--- src/rtl/td4_pkg.sv ---
// TD4 4-bit teaching CPU: opcode map, core state encoding and decode helpers.
package td4_pkg;

  localparam logic [3:0] OP_ADD_A  = 4'b0000;
  localparam logic [3:0] OP_MOV_AB = 4'b0001;
  localparam logic [3:0] OP_IN_A   = 4'b0010;
  localparam logic [3:0] OP_MOV_A  = 4'b0011;
  localparam logic [3:0] OP_MOV_BA = 4'b0100;
  localparam logic [3:0] OP_ADD_B  = 4'b0101;
  localparam logic [3:0] OP_IN_B   = 4'b0110;
  localparam logic [3:0] OP_MOV_B  = 4'b0111;
  localparam logic [3:0] OP_OUT_B  = 4'b1001;
  localparam logic [3:0] OP_OUT_IM = 4'b1011;
  localparam logic [3:0] OP_JNC    = 4'b1110;
  localparam logic [3:0] OP_JMP    = 4'b1111;

  typedef enum logic {
    ST_RUN  = 1'b0,
    ST_HALT = 1'b1
  } state_t;

  // The four holes in the opcode map trap the core rather than act as NOPs.
  function automatic logic op_illegal(input logic [3:0] op);
    return (op == 4'b1000) || (op == 4'b1010) || (op == 4'b1100) || (op == 4'b1101);
  endfunction

endpackage

--- src/rtl/td4_src_mux.sv ---
// ALU source select: the addend fed alongside the immediate, chosen by opcode.
module td4_src_mux
  import td4_pkg::*;
#(
  parameter int DATA_W = 4
) (
  input  logic [3:0]        opcode,
  input  logic [DATA_W-1:0] a,
  input  logic [DATA_W-1:0] b,
  input  logic [DATA_W-1:0] in_data,
  output logic [DATA_W-1:0] src
);

  // MOV-immediate, OUT-immediate and both jumps add the immediate to zero.
  always_comb begin
    src = '0;
    case (opcode)
      OP_ADD_A, OP_MOV_BA:           src = a;
      OP_MOV_AB, OP_ADD_B, OP_OUT_B: src = b;
      OP_IN_A, OP_IN_B:              src = in_data;
      default:                       src = '0;
    endcase
  end

endmodule

--- src/rtl/td4_core.sv ---
// TD4 core: one instruction per valid RUN cycle, all architectural registers here,
// traps into HALT on an illegal opcode until reset.
module td4_core
  import td4_pkg::*;
#(
  parameter int DATA_W = 4,
  parameter int ADDR_W = 4
) (
  input  logic              clk,
  input  logic              n_reset,
  output logic [ADDR_W-1:0] address,
  input  logic [DATA_W+3:0] instr,
  input  logic              instr_valid,
  input  logic [DATA_W-1:0] in,
  output logic [DATA_W-1:0] out,
  output logic              out_strobe,
  output logic              carry,
  output logic              halted
);

  logic [3:0]        opcode;
  logic [DATA_W-1:0] imm, src, a_q, b_q;
  logic [DATA_W:0]   sum;
  logic [ADDR_W-1:0] pc_q;
  state_t            state_q;
  logic              exec, jump;

  assign opcode = instr[DATA_W+3:DATA_W];
  assign imm    = instr[DATA_W-1:0];

  td4_src_mux #(.DATA_W(DATA_W)) u_src (
    .opcode  (opcode),
    .a       (a_q),
    .b       (b_q),
    .in_data (in),
    .src     (src)
  );

  assign sum  = {1'b0, src} + {1'b0, imm};
  assign exec = (state_q == ST_RUN) && instr_valid;
  // JNC looks at the carry left by the previous instruction, not its own sum.
  assign jump = (opcode == OP_JMP) || ((opcode == OP_JNC) && !carry);

  always_ff @(posedge clk or negedge n_reset) begin
    if (!n_reset) begin
      pc_q       <= '0;
      a_q        <= '0;
      b_q        <= '0;
      out        <= '0;
      carry      <= 1'b0;
      out_strobe <= 1'b0;
      state_q    <= ST_RUN;
    end else begin
      out_strobe <= 1'b0;
      if (exec) begin
        if (op_illegal(opcode)) begin
          state_q <= ST_HALT;
        end else begin
          carry <= sum[DATA_W];
          pc_q  <= jump ? imm[ADDR_W-1:0] : pc_q + ADDR_W'(1);
          case (opcode)
            OP_ADD_A, OP_MOV_AB, OP_IN_A, OP_MOV_A: a_q <= sum[DATA_W-1:0];
            OP_MOV_BA, OP_ADD_B, OP_IN_B, OP_MOV_B: b_q <= sum[DATA_W-1:0];
            OP_OUT_B, OP_OUT_IM: begin
              out        <= sum[DATA_W-1:0];
              out_strobe <= 1'b1;
            end
            default: ;
          endcase
        end
      end
    end
  end

  assign address = pc_q;
  assign halted  = (state_q == ST_HALT);

endmodule

--- config.mk ---
export PLATFORM = sky130hd
export DESIGN_NAME = td4_core
export DESIGN_NICKNAME = d
export VERILOG_FILES = /design/src/rtl/td4_pkg.sv /design/src/rtl/td4_src_mux.sv /design/src/rtl/td4_core.sv
export SDC_FILE = /design/constraint.sdc
export NUM_CORES = 1
export LEC_CHECK = 0
export CAP_MARGIN = 20
export CORE_MARGIN = 4
export CORE_UTILIZATION = 35
export DETAILED_ROUTE_END_ITERATION = 16
export GPL_ROUTABILITY_DRIVEN = 0
export PLACE_DENSITY = 0.68
export SLEW_MARGIN = 20
export SYNTH_ARGS = -nofsm -noshare
export SYNTH_HDL_FRONTEND = slang
export SYNTH_SLANG_ARGS = --single-unit
--- constraint.sdc ---
create_clock -name clk -period 2.7 [get_ports clk]
set_input_delay 0.675 -clock clk [delete_from_list [all_inputs] [get_ports clk]]
set_output_delay 0.675 -clock clk [all_outputs]
set_load 0.01 [all_outputs]
**Cell outlines without signal wires**

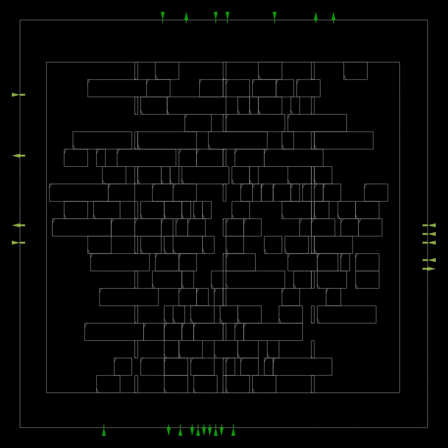
Seq area share: 31.93%
final core occ: 52.19%
Rows: 19
Flops: 19

**Port wiring**

Drawn at 8 px/um.
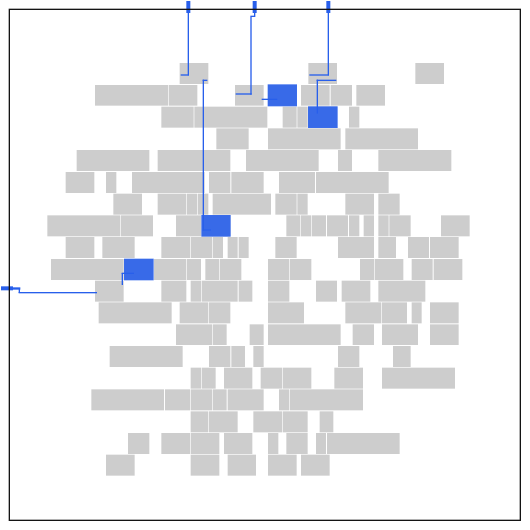
color	port	direction	end cells	buffers	wire
blue	in	input	4	4	73.4 um
quantity of I/O buffers inserted on ports: 25
io pins: 26

==> flow_summary.json <==
{
  "hold_end": "a_q[3]$_DFFE_PN0P_",
  "ys_top_cells_by_area": "dfrtp_1 44%, mux2i_1 12%, mux2_2 6.2%, ha_1 5.8%, inv_1 3.5%",
  "path_clk_slew_ps": 100,
  "status": "finished clean",
  "grt_pass1_wl_um": 4036,
  "drc": 0,
  "crit_slowest_cell": "clkdlybuf4s50_1",
  "power.group.top": "registers",
  "power.switching_uw": 323.7,
  "lay_top_count": "clkdlybuf4s50_1",
  "comb_share_pct": 37.73,
  "syn_area_per_cell_um2": 10.86,
  "grt_pass1_vias": 881,
  "rr_endpoint": "b_q[3]$_DFFE_PN0P_",
  "simple_gate_area_share_pct": 9.332,
  "drv_cap": 0,
  "coreArea_um2": 2853,
  "comb_area_um2": 561.8,
  "crit_fanout": 4,
  "cp.arrival_ps": 2710,
  "logic_gate_count": 68,
  "fin_cells": 170,
  "rrSetupSlack_ps": 900,
  "async_flop_share_pct": 100.0,
  "endpoint_kind": "flop",
  "worst_pin_slew_ps": 460.5,
  "fp.dieW_um": 63.71,
  "cp_top_family": "buffers and inverters",
  "power_frac_comb_pct": 39.9,
  "yosysChipArea_um2": 1086,
  "syn_area_um2": 1086,
  "grt_use_met3_pct": 2.309,
  "area_share_nonclk_buffers_pct": 23.36,
  "max_stage_delay_ps": 520,
  "die_h_um": 63.71,
  "final_cell_area_um2": 1489,
  "n_fill_cell": 277,
  "grt_antenna_before_repair": 0,
  "wl_met2_um": 1108,
  "ys.flop_type": "dfrtp_1",
  "drtIter0Drc": 25,
  "clock_sinks": 19,
  "nClkBuffers": 3,
  "syn_to_final_growth_pct": 37.10,
  "highest-signal-layer": "met4",
  "path_buffers": 3,
  "slew_violations": 0,
  "numCtsBuffers": 3,
  "setup_viol": 0,
  "grt_max_degree": 20,
  "crit_start": "instr[5]",
  "edf_count": 0,
  "setup_ws_ps": 181.2,
  "top_area_cell": "dfrtp_1",
  "yosys_warnings": 0,
  "crit_top_cell": "buf_4",
  "chipArea_um2": 4058,
  "grt-busiest-layer": "met2",
  "dominant_cells": "multi-input combinational cells",
  "ys_sh_mux_pct": 18.20,
  "slew_headroom_pct": 69.17,
  "synth.logic.top_family": "multiplexers",
  "diodes": 0,
  "floorplan.nets": 121,
  "cts_resized": 0,
  "aoi_share_pct": 14.52,
  "fin_crit_ps": 2519,
  "grt-ovfl-total": 0,
  "cts_tree": "yes",
  "synth_top_area_share_pct": 43.78,
  "viasPerCell": 4.959,
  "wl_met3_um": 66,
  "netlist_instances": 100,
  "max-clock-path-buffers": 2,
  "critPathLaunchType": "input port",
  "hold_path_class": "reg2reg",
  "clock_latency_ps": 300,
  "ant_nets": 0,
  "wl_per_cell_um": 13.87,
  "cp.required_ps": 2890,
  "comb_cell_power_uw": 393,
  "p_sw_share_pct": 32.85,
  "drt-total-wl_um": 2358,
  "seq_power_share_pct": 45.4,
  "peakVddDrop_mv": 0.3091,
  "nets": 161,
  "post-cts-setup-buffers": 0,
  "dpl.hpwl_um": 1875,
  "crit_path_end": "b_q[3]$_DFFE_PN0P_",
  "place_inst": 166,
  "whs_ps": 513.8,
  "clkPwrFrac_pct": 14.7,
  "drive_above_1_share_pct": 21.58,
  "crit_cells": 10,
  "clkCellAreaFrac_pct": 1.849,
  "numSynthFlops": 19,
  "nonClockBufferCount": 38,
  "fin_tns_setup_ps": 0
}
